==> config.mk <==
export PLATFORM = sky130hd
export DESIGN_NAME = out_stream_arbiter
export DESIGN_NICKNAME = d
export VERILOG_FILES = /design/src/rtl/dscope_pkg.sv /design/src/rtl/out_stream_arbiter.sv
export SDC_FILE = /design/constraint.sdc
export NUM_CORES = 1
export LEC_CHECK = 0
export CORE_ASPECT_RATIO = 1.1
export CORE_MARGIN = 3
export CORE_UTILIZATION = 40
export CTS_BUF_LIST = sky130_fd_sc_hd__clkbuf_8
export DETAILED_ROUTE_END_ITERATION = 8
export GPL_TIMING_DRIVEN = 0
export PLACE_DENSITY_LB_ADDON = 0.2
export SETUP_SLACK_MARGIN = 0.1
export SLEW_MARGIN = 20
export SYNTH_ARGS = -nofsm -noshare
export SYNTH_HDL_FRONTEND = slang
export SYNTH_SLANG_ARGS = --single-unit
==> constraint.sdc <==
create_clock -name clk -period 2.2 [get_ports clk]
set_input_delay 0.44 -clock clk [delete_from_list [all_inputs] [get_ports clk]]
set_output_delay 0.44 -clock clk [all_outputs]
set_load 0.02 [all_outputs]
Figure 1. Selected gate families.
(4 px per um)
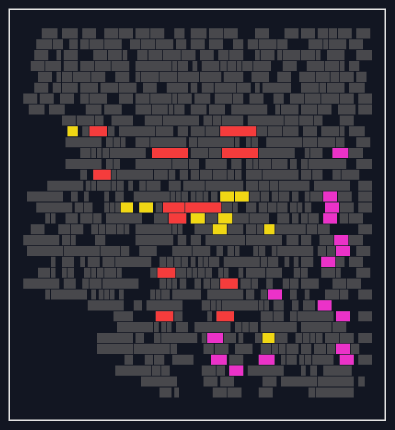
- mux cells: magenta (cells 16)
- non-inverting ao/oa cells: yellow (cells 10)
- fa/ha/maj cells: red (cells 12)
multi-input combinational area share: 0.423
leading cell type in the layout, fill and taps excluded: sky130_fd_sc_hd__clkdlybuf4s50_1
number of standard cells in the layout, taps in and fillers out: 693

Figure 2. Signal wires by layer.
(4 px per um)
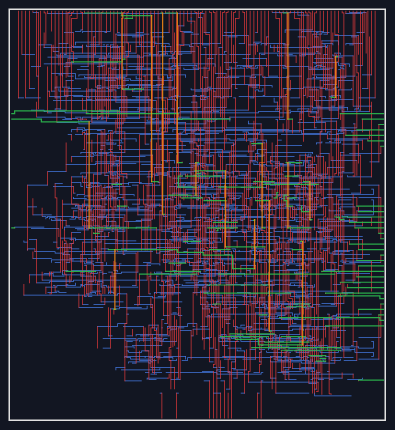
- M3: green (wire length 788 um)
- M4: orange (wire length 371 um)
- M2: red (wire length 7030 um)
- M1: blue (wire length 5300 um)
Post-Route WL: 13.5 mm
routed wire length per instance: 19.5 um

Figure 3. Sequential cells grouped by signal name.
(3 px per um) Other sequential cells in the stronger gray, the rest of the logic in the fainter gray.
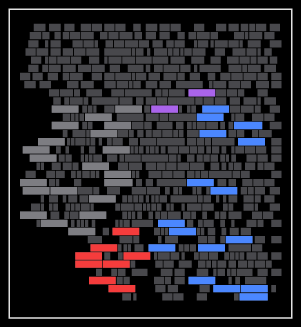
- `burst_q`: red (placed flops 8)
- `o_owner`: purple (placed flops 2)
- `remain_q`: blue (placed flops 16)
- not colored: 21
final core utilization: 0.724
register area: 1180 um^2

==> Flow_metrics.wiki <==
== Run summary ==
{| class="wikitable"
! Metric !! Value
|-
| Outcome || finished clean
|-
| Maximum clock path buffer count || 2
|-
| Routed length on met3 || 788 um
|-
| H-tree levels || 2
|-
| Cell-internal power || around 3600 uW
|-
| Sequential cell power || 1400 uW
|-
| Crit path launch type || flop
|-
| CTS tree || built
|-
| Pin count of the biggest net entering global routing || 29
|-
| Fraction of area in registers || 0.202
|-
| Fraction of registers with async set/reset || 1.00
|-
| Drt pass-1 iters || 5
|-
| FMAX || 457 MHz
|-
| Non-clk buf share || 0.328
|-
| Fraction of met1 tracks used by global routing || 0.312
|-
| Number of top-level pins || 143
|-
| Post-synthesis register bit count || approximately 47
|-
| Slew Viols, Final || 0
|-
| Die Ht || 102 um
|-
| Global-route wire length before repair || between 15 and 20 mm
|-
| Total number of placement rows || 34
|-
| Logic gate share of total power || 0.721
|-
| Number of I/O port buffers || 141
|-
| Ratio of final minimum period to clock period || 0.994
|-
| Synthesized Nets || 524
|-
| Clock share of power || 0.075
|-
| Mapped Area || about 3400 um^2
|-
| GR peak layer || met2
|-
| Total global routing track utilization || 0.243
|-
| Detailed router's first-iteration violation count || 271
|-
| Worst Setup Path Type || reg -> reg
|-
| Count of cells along the worst register-to-register path || 6
|-
| Synth top area share || 0.348
|-
| Drc violations || 0
|-
| Antenna violations before repair || 0
|-
| Series of cell instances along the critical path || inv_2 -> ha_4 -> buf_2 -> clkbuf_1 -> nand2_1 -> a32o_1
|-
| Clock buffers and inverters, area share || 0.0145
|-
| Fraction of power spent switching nets || 0.473
|-
| Core Region || 8080 um^2
|-
| Global routing met3 resource utilization || 0.0449
|-
| Number of multi-input combinational cells || 324
|-
| Uppermost signal routing layer after detailed routing || met4
|-
| Cell with the biggest individual delay on the critical path || sky130_fd_sc_hd__clkbuf_1
|-
| Reported clock group power || 516 uW
|-
| Insertion delay of the later-clocked pin in the worst-skew pair || 0.31 ns
|-
| Diodes inserted || 0
|-
| OpenROAD warnings || 36
|-
| Non-clock buffer count in the final layout || 192
|-
| Power attributed to combinational cells || 4930 uW
|-
| Chip Footprint || between 9000 and 10000 um^2
|-
| Worst path required time || between 2 and 2.5 ns
|-
| Overflow left after global routing || 0
|-
| Dominant kind of cell by area || multi-input combinational cells
|-
| Number of logic inverters in the finished layout || 14
|-
| Layout fillers || around 570
|-
| Clock root cell || sky130_fd_sc_hd__clkbuf_8
|-
| Count of endpoints failing setup in the final report || 0
|-
| Clock-pin slew on the worst setup and hold paths || 0.10 ns
|-
| Maximum ir drop on the vdd rail || 547 uV
|-
| Static power due to leakage || 0.00229 uW
|-
| Critical path data arrival time || 2.39 ns
|-
| Seq_cells || roughly 47
|-
| Post-Route Skew || 0.0117 ns
|-
| Pwr dens || about 1200 nW/um^2
|-
| Gate count after technology mapping || approximately 410
|-
| Number of cell instances after yosys synthesis || between 400 and 500
|-
| Leading power group || combinational cells
|-
| Unrepaired setup endpoints after global routing || true
|-
| CTS Buf Count || 5
|-
| Number of warnings reported in the yosys synthesis log || 0
|-
| Share of the yosys chip area belonging to registers || 0.348
|-
| Area delta synth->final || 73.2%
|-
| Most numerous cell types in the synthesized netlist || sky130_fd_sc_hd__nor2_1 (69), sky130_fd_sc_hd__dfrtp_1 (47), sky130_fd_sc_hd__a22oi_1 (35)
|-
| Largest fanout of any net on the critical path || 10
|-
| Detail-routed via count per cell || about 5.9
|-
| HP Class || in -> async
|-
| Area used by multi-input combinational logic || 2480 um^2
|-
| Slowest Stage Delay on Critical Path || 0.49 ns
|-
| Count of unique library cells instantiated by Yosys || 56
|-
| GR Util met2 || 0.420
|-
| Flop pwr share || 0.204
|-
| Overall power || 6850 uW
|-
| Min cycle time layout || 2.19 ns
|-
| Count of clock buffers in the final design || 5
|-
| Metal2 WL || 7.03 mm
|-
| Total number of tap cells || 108
|-
| M1 WL || 5.30 mm
|-
| Die x size || 93.6 um
|-
| Sort of element at the end of the critical path || flop
|-
| Detailed-placement wirelength estimate || between 9 and 10 mm
|-
| Hold buffers post-CTS || 0
|-
| Gpl congestion || 0.879
|-
| Layout cells sized above 1 || 0.296
|-
| Accumulated negative setup slack || 0 ns
|-
| Fin nets || 699
|-
| Primary flip-flop cell chosen by synthesis mapping || sky130_fd_sc_hd__dfrtp_1
|-
| Number of clock sinks || 47
|-
| Post-synth tally of flip-flops with integrated enable || 0
|-
| Dominant cell type by area after synthesis || sky130_fd_sc_hd__dfrtp_1
|-
| Ranking of synthesized cells by area || sky130_fd_sc_hd__dfrtp_1 (35%), sky130_fd_sc_hd__a22oi_1 (7.8%), sky130_fd_sc_hd__nor2_1 (7.7%)
|-
| Syn avg cell area || 8.26 um^2
|-
| Total net switching power || ~3200 uW
|-
| Max transition margin || 0.607
|-
| Via count of the first global-routing pass || 3814
|-
| Floorplan utilization || 0.418
|-
| Routed Antenna Nets || 0
|-
| Number of cells in the design after placement || 659
|-
| Dominant cell by count in the synthesized netlist || sky130_fd_sc_hd__nor2_1
|-
| Slew @ Worst Pin || 0.590 ns
|-
| Setup slack, reg-to-reg || 0.01 ns
|-
| Vias post-DR || 4094
|-
| Area reported by Yosys stat || 3380 um^2
|-
| Tally of max-capacitance violations || 0
|-
| Hold Violations, Final || 0
|}
## critical path: cells and delay by family, from the launching register on
family                   cells  cell delay (ns)
buffers and inverters        3             0.83
flip-flops                   1             0.43
AND/OR/NAND/NOR              1             0.22
adder cells (fa/ha/maj)      1             0.28
AND-OR/OR-AND                1             0.32
## cell usage in the layout, fill, tap and decap left out, types with 3 or more instances in the layout
| cell type | count |
|---|---|
| sky130_fd_sc_hd__nor4b_1 | 3 |
| sky130_fd_sc_hd__o22ai_1 | 4 |
| sky130_fd_sc_hd__a22oi_2 | 33 |
| sky130_fd_sc_hd__a221oi_1 | 10 |
| sky130_fd_sc_hd__nand4_1 | 8 |
| sky130_fd_sc_hd__nor4_4 | 3 |
| sky130_fd_sc_hd__buf_4 | 35 |
| sky130_fd_sc_hd__and3_1 | 6 |
| sky130_fd_sc_hd__inv_2 | 4 |
| sky130_fd_sc_hd__clkbuf_8 | 6 |
| sky130_fd_sc_hd__clkdlybuf4s50_1 | 103 |
| sky130_fd_sc_hd__clkbuf_1 | 4 |
| sky130_fd_sc_hd__nand2_1 | 21 |
| sky130_fd_sc_hd__nor4_1 | 6 |
| sky130_fd_sc_hd__a21oi_1 | 8 |
| sky130_fd_sc_hd__xor2_1 | 7 |
| sky130_fd_sc_hd__mux2_2 | 3 |
| sky130_fd_sc_hd__nor3_1 | 17 |
| sky130_fd_sc_hd__buf_6 | 23 |
| sky130_fd_sc_hd__dfrtp_2 | 3 |
| sky130_fd_sc_hd__and2_1 | 4 |
| sky130_fd_sc_hd__or4_1 | 3 |
| sky130_fd_sc_hd__nand2b_1 | 4 |
| sky130_fd_sc_hd__buf_8 | 9 |
| sky130_fd_sc_hd__o21ai_0 | 20 |
| sky130_fd_sc_hd__clkbuf_16 | 4 |
| sky130_fd_sc_hd__mux2i_1 | 12 |
| sky130_fd_sc_hd__nor2_1 | 53 |
| sky130_fd_sc_hd__nand3_1 | 22 |
| sky130_fd_sc_hd__or3_1 | 3 |
| sky130_fd_sc_hd__dfrtp_1 | 44 |
| sky130_fd_sc_hd__inv_1 | 11 |
| sky130_fd_sc_hd__ha_1 | 7 |
| sky130_fd_sc_hd__nor2_2 | 11 |
| sky130_fd_sc_hd__ha_4 | 4 |
| sky130_fd_sc_hd__buf_2 | 6 |
| sky130_fd_sc_hd__nor2_4 | 5 |
## through the flow
step                      instance area [um^2]  setup slack [ns]   util  hold slack [ns]
after detailed placement                  4950            -0.687  0.613            0.429
after global routing                      5850           -0.0511  0.724            0.121
after floorplan                           3390             0.120      -            0.144
after CTS                                 5270            0.0457  0.652            0.104
final                                     5850            0.0134  0.724           0.0946
after global placement                    4940            -0.647  0.611            0.497
## cells by family (layout without fill, tap and decap cells)
kind of cell | Yosys count | in the layout | share of synthesized area
AOI/OAI and AO/OA | 101 | 101 | 0.218
xor gates and xnor gates | 9 | 9 | 0.0233
adders and majority gates | 12 | 12 | 0.0444
buffers and inverters | 38 | 214 | 0.0426
DFF | 47 | 47 | 0.348
muxes | 16 | 16 | 0.0489
and+or+nand+nor | 186 | 186 | 0.275
## repair_timing
item | in CTS | in global routing
cloned | 0 | 4
setup buffers | 10 | 12
resized | 229 | 120
pin swaps | 2 | 14
setup endpoints to repair | 62 | 58
Power and IR drop assume default switching activity.
